### src/rtl/alu_op_sequencer_pkg.sv
// Shared definitions for the ALU op sequencer: opcodes, FSM state encodings and
// instruction field positions. Optional Z flag is enabled with ALU_SEQ_ZFLAG_EN.
package alu_op_sequencer_pkg;

    localparam int INSTR_W = 12;
    localparam int REG_AW  = 3;
    localparam int OP_W    = 3;

    // Instruction layout: [11:9]=opcode, [8:6]=rd, [5:3]=rs1, [2:0]=rs2
    localparam int OP_LSB  = 9;
    localparam int RD_LSB  = 6;
    localparam int RS1_LSB = 3;
    localparam int RS2_LSB = 0;

    typedef enum logic [OP_W-1:0] {
        OP_ADD   = 3'b000,
        OP_SUB   = 3'b001,
        OP_AND   = 3'b010,
        OP_OR    = 3'b011,
        OP_XNOR  = 3'b100,
        OP_NOTA  = 3'b101,
        OP_PASSA = 3'b110,
        OP_NOTB  = 3'b111
    } alu_op_e;

    typedef enum logic [1:0] {
        S_IDLE = 2'd0,
        S_EXEC = 2'd1,
        S_WB   = 2'd2
    } state_e;

    function automatic logic [OP_W-1:0] instr_op(input logic [INSTR_W-1:0] instr);
        return instr[OP_LSB +: OP_W];
    endfunction

    function automatic logic [REG_AW-1:0] instr_rd(input logic [INSTR_W-1:0] instr);
        return instr[RD_LSB +: REG_AW];
    endfunction

    function automatic logic [REG_AW-1:0] instr_rs1(input logic [INSTR_W-1:0] instr);
        return instr[RS1_LSB +: REG_AW];
    endfunction

    function automatic logic [REG_AW-1:0] instr_rs2(input logic [INSTR_W-1:0] instr);
        return instr[RS2_LSB +: REG_AW];
    endfunction

endpackage

### src/rtl/alu_seq_regfile.sv
// NREGS x W register file: two operand read ports, one debug read port and a
// per-register write mux where sequencer writeback takes priority over the host.
module alu_seq_regfile #(
    parameter int NREGS = 8,
    parameter int W     = 32,
    parameter int AW    = $clog2(NREGS)
) (
    input  logic          clk,
    input  logic          rst_n,
    input  logic [AW-1:0] rs1_addr_i,
    output logic [W-1:0]  rs1_data_o,
    input  logic [AW-1:0] rs2_addr_i,
    output logic [W-1:0]  rs2_data_o,
    input  logic [AW-1:0] dbg_addr_i,
    output logic [W-1:0]  dbg_data_o,
    input  logic          seq_we_i,
    input  logic [AW-1:0] seq_addr_i,
    input  logic [W-1:0]  seq_wdata_i,
    input  logic          host_we_i,
    input  logic [AW-1:0] host_addr_i,
    input  logic [W-1:0]  host_wdata_i
);

    logic [W-1:0]              regs_q [NREGS];
    logic [NREGS-1:0]          we;
    logic [NREGS-1:0][W-1:0]   wdata;

    genvar gi;
    generate
        for (gi = 0; gi < NREGS; gi++) begin : g_wr
            if (gi == 0) begin : g_zero
                // Register 0 is hard-wired to zero; both write sources are dropped.
                assign we[gi]    = 1'b0;
                assign wdata[gi] = '0;
            end else begin : g_reg
                logic seq_hit;
                logic host_hit;
                assign seq_hit   = seq_we_i && (seq_addr_i == AW'(gi));
                assign host_hit  = host_we_i && (host_addr_i == AW'(gi));
                assign we[gi]    = seq_hit || host_hit;
                assign wdata[gi] = seq_hit ? seq_wdata_i : host_wdata_i;
            end
        end
    endgenerate

    always_ff @(posedge clk or negedge rst_n) begin
        if (!rst_n) begin
            for (int i = 0; i < NREGS; i++) begin
                regs_q[i] <= '0;
            end
        end else begin
            for (int i = 0; i < NREGS; i++) begin
                if (we[i]) begin
                    regs_q[i] <= wdata[i];
                end
            end
        end
    end

    assign rs1_data_o = (rs1_addr_i == '0) ? '0 : regs_q[rs1_addr_i];
    assign rs2_data_o = (rs2_addr_i == '0) ? '0 : regs_q[rs2_addr_i];
    assign dbg_data_o = (dbg_addr_i == '0) ? '0 : regs_q[dbg_addr_i];

endmodule

### src/rtl/alu_op_sequencer.sv
// Issues one instruction at a time to a combinational ALU (IDLE->EXEC->WB) and writes
// the result back. Defining ALU_SEQ_ZFLAG_EN adds a registered zero-result flag on port Z.
module alu_op_sequencer
    import alu_op_sequencer_pkg::*;
#(
    parameter int NREGS = 8,
    parameter int W     = 32
) (
    input  logic               clk,
    input  logic               rst_n,
    input  logic               in_valid,
    output logic               in_ready,
    input  logic [INSTR_W-1:0] in_instr,
    output logic [OP_W-1:0]    F,
    output logic [W-1:0]       A,
    output logic [W-1:0]       B,
    input  logic [W-1:0]       R,
    output logic               res_valid,
    output logic [W-1:0]       res_data,
    output logic [REG_AW-1:0]  res_rd,
`ifdef ALU_SEQ_ZFLAG_EN
    output logic               Z,
`endif
    input  logic               host_we,
    input  logic [REG_AW-1:0]  host_addr,
    input  logic [W-1:0]       host_wdata,
    input  logic [REG_AW-1:0]  dbg_addr,
    output logic [W-1:0]       dbg_data
);

    state_e              state_q, state_d;
    logic [OP_W-1:0]     f_q, f_d;
    logic [W-1:0]        a_q, a_d;
    logic [W-1:0]        b_q, b_d;
    logic [REG_AW-1:0]   rd_q, rd_d;
    logic                res_valid_q, res_valid_d;
    logic [W-1:0]        res_data_q, res_data_d;
    logic [REG_AW-1:0]   res_rd_q, res_rd_d;
`ifdef ALU_SEQ_ZFLAG_EN
    logic                z_q, z_d;
`endif

    logic                accept;
    logic                wb_we;
    logic [W-1:0]        rs1_data;
    logic [W-1:0]        rs2_data;

    alu_seq_regfile #(
        .NREGS (NREGS),
        .W     (W),
        .AW    (REG_AW)
    ) u_regfile (
        .clk          (clk),
        .rst_n        (rst_n),
        .rs1_addr_i   (instr_rs1(in_instr)),
        .rs1_data_o   (rs1_data),
        .rs2_addr_i   (instr_rs2(in_instr)),
        .rs2_data_o   (rs2_data),
        .dbg_addr_i   (dbg_addr),
        .dbg_data_o   (dbg_data),
        .seq_we_i     (wb_we),
        .seq_addr_i   (rd_q),
        .seq_wdata_i  (R),
        .host_we_i    (host_we),
        .host_addr_i  (host_addr),
        .host_wdata_i (host_wdata)
    );

    // Ready is gated by reset so the host never sees a handshake while held in reset.
    assign in_ready = (state_q == S_IDLE) && rst_n;
    assign accept   = in_valid && in_ready;

    always_comb begin
        state_d     = state_q;
        f_d         = f_q;
        a_d         = a_q;
        b_d         = b_q;
        rd_d        = rd_q;
        res_valid_d = 1'b0;
        res_data_d  = res_data_q;
        res_rd_d    = res_rd_q;
        wb_we       = 1'b0;
`ifdef ALU_SEQ_ZFLAG_EN
        z_d         = z_q;
`endif
        case (state_q)
            S_IDLE: begin
                if (accept) begin
                    f_d     = instr_op(in_instr);
                    a_d     = rs1_data;
                    b_d     = rs2_data;
                    rd_d    = instr_rd(in_instr);
                    state_d = S_EXEC;
                end
            end
            S_EXEC: begin
                // The result is still reported for rd==0; only the register write is dropped.
                wb_we       = (rd_q != '0);
                res_valid_d = 1'b1;
                res_data_d  = R;
                res_rd_d    = rd_q;
`ifdef ALU_SEQ_ZFLAG_EN
                z_d         = (R == '0);
`endif
                state_d     = S_WB;
            end
            S_WB: begin
                state_d = S_IDLE;
            end
            default: begin
                state_d = S_IDLE;
            end
        endcase
    end

    always_ff @(posedge clk or negedge rst_n) begin
        if (!rst_n) begin
            state_q     <= S_IDLE;
            f_q         <= '0;
            a_q         <= '0;
            b_q         <= '0;
            rd_q        <= '0;
            res_valid_q <= 1'b0;
            res_data_q  <= '0;
            res_rd_q    <= '0;
`ifdef ALU_SEQ_ZFLAG_EN
            z_q         <= 1'b0;
`endif
        end else begin
            state_q     <= state_d;
            f_q         <= f_d;
            a_q         <= a_d;
            b_q         <= b_d;
            rd_q        <= rd_d;
            res_valid_q <= res_valid_d;
            res_data_q  <= res_data_d;
            res_rd_q    <= res_rd_d;
`ifdef ALU_SEQ_ZFLAG_EN
            z_q         <= z_d;
`endif
        end
    end

    assign F         = f_q;
    assign A         = a_q;
    assign B         = b_q;
    assign res_valid = res_valid_q;
    assign res_data  = res_data_q;
    assign res_rd    = res_rd_q;
`ifdef ALU_SEQ_ZFLAG_EN
    assign Z         = z_q;
`endif

endmodule

### config.mk
export PLATFORM = sky130hd
export DESIGN_NAME = alu_op_sequencer
export DESIGN_NICKNAME = d
export VERILOG_FILES = /design/src/rtl/alu_op_sequencer_pkg.sv /design/src/rtl/alu_seq_regfile.sv /design/src/rtl/alu_op_sequencer.sv
export SDC_FILE = /design/constraint.sdc
export NUM_CORES = 1
export LEC_CHECK = 0
export CELL_PAD_IN_SITES_DETAIL_PLACEMENT = 1
export CELL_PAD_IN_SITES_GLOBAL_PLACEMENT = 2
export CORE_ASPECT_RATIO = 1.25
export CORE_MARGIN = 2
export CORE_UTILIZATION = 41
export DETAILED_ROUTE_END_ITERATION = 16
export GPL_TIMING_DRIVEN = 0
export PLACE_DENSITY_LB_ADDON = 0.1
export SLEW_MARGIN = 20
export SYNTH_ARGS = -nofsm -noshare
export SYNTH_HDL_FRONTEND = slang
export SYNTH_HIERARCHICAL = 1
export SYNTH_SLANG_ARGS = --single-unit
### constraint.sdc
create_clock -name clk -period 5.35 [get_ports clk]
set_input_delay 0.535 -clock clk [delete_from_list [all_inputs] [get_ports clk]]
set_output_delay 0.535 -clock clk [all_outputs]
set_load 0.01 [all_outputs]
**M1 wires**

The bar under the picture is 50 µm long. Cells faint in the background.
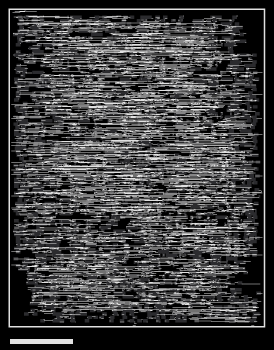
nets with wire on the layer: 1940
longest straight run: 75.9 µm
wire length on this layer: 32.9 mm
share of all routed wire: 40%
main direction: horizontal

**Signal wires on met2**

Cells faint in the background.
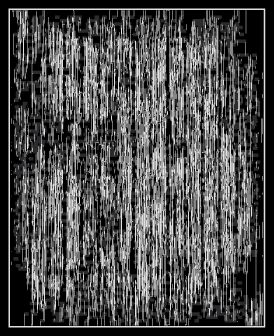
share of all routed wire: 48%
nets with wire on the layer: 1854
M2 GR Usage: 53.7%
vias: 16600
Total Wirelength: 81500 µm

**The metal 3 layer**

The bar under the picture is 50 µm long. Cells faint in the background.
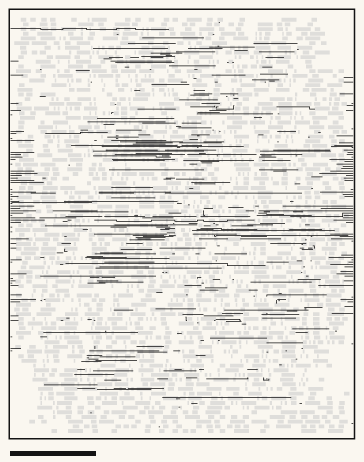
longest straight run: 94.1 µm
wire length on this layer: 5940 µm
nets with wire on the layer: 293
main direction: horizontal
share of all routed wire: 7.3%

**Register map, names as in the netlist**

Other sequential cells in the stronger gray, the rest of the logic in the fainter gray.
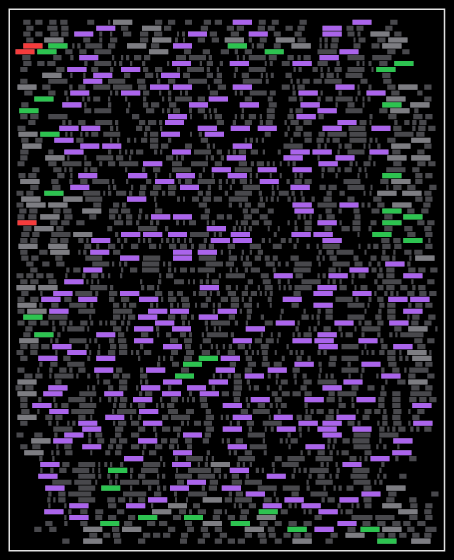
legend:
  A:
    color: green
    sequential_cells: 32
    where: spread over the die
  F:
    color: red
    sequential_cells: 3
  u_regfile/regs_q:
    color: purple
    sequential_cells: 224
    where: spread over the die
not colored: 73
flop share of the area: 34.5%
share of the core filled with cells: 50.9%
register area: 8310 µm²
Seq group: 0.00440 W

==> impl_metrics.ini <==
; generated from flow reports
[power]
p_int_w = 0.00752
p_per_area_nw_per_um2 = 468

[cells_and_area]
final_common_cell = dfrtp_1
syn_to_final_growth_pct = 22.2
n_clock_buffer = 55
inverters = 62
fin_nets = 2114
clkCellAreaFrac_pct = 5.71
largest_register_ffs = 224

[final_timing]
period_needed_ps = 3470
holdWs_ps = 478
hold_viol = 0

[logic_synthesis]
synth_cell_type_count = 26
synth_nets = 1858
yosys_warnings = 6
fa_ha_area_share_pct = 0
ys_seq_share_pct = 42.2
simple_gate_share_pct = 5.95

[clocking]
path_clk_slew_ps = 50
cts_max_path_buffers = 3
clock_latency_ps = 580
clockRootBuffer = clkbuf_16
clkSinkCount = 332

[critical_path]
r2r_end = u_regfile/regs_q[100]
arrival_ps = 2930
reg2regPathDepth = 8

[place]
numPortBuffers = 210

[floorplan]
rows = 89

[route]
wl_per_cell_um = 30.3
met3_length_um = 5940
ant_nets = 0
wl_met2_um = 39100
top_layer = met5

[min_path]
holdPathStages = 1

[global_route]
gr-total-overflow = 0
grt_pass1_vias = 17800

[outcome]
outcome = completed
[Yosys cell counts (all sizes together)]
master / instances / area share (%)
dfrtp: 332 / 42
mux2i: 224 / 11
mux2: 201 / 11
a21oi: 190 / 4.8
nand2: 130 / 2.5
o21ai: 130 / 3.3
nor2: 128 / 2.4
buf: 104 / 3.6
mux4: 96 / 11
a221oi: 62 / 2.8
inv: 62 / 1.2
clkbuf: 57 / 1.1
a22oi: 34 / 1.3
and4bb: 7 / 0.44
nand4b: 6 / 0.30
nor2b: 5 / 0.16
nand4: 2 / 0.095
nor3b: 1 / 0.038
o31a: 1 / 0.044
[layer usage]
layer	GRT usage [%]	up-vias
met1	42.9	8665
met2	53.7	716
met4	14.8	4
met3	6.23	160
li1	-	7038
met5	0	-
Power and IR drop assume default switching activity.
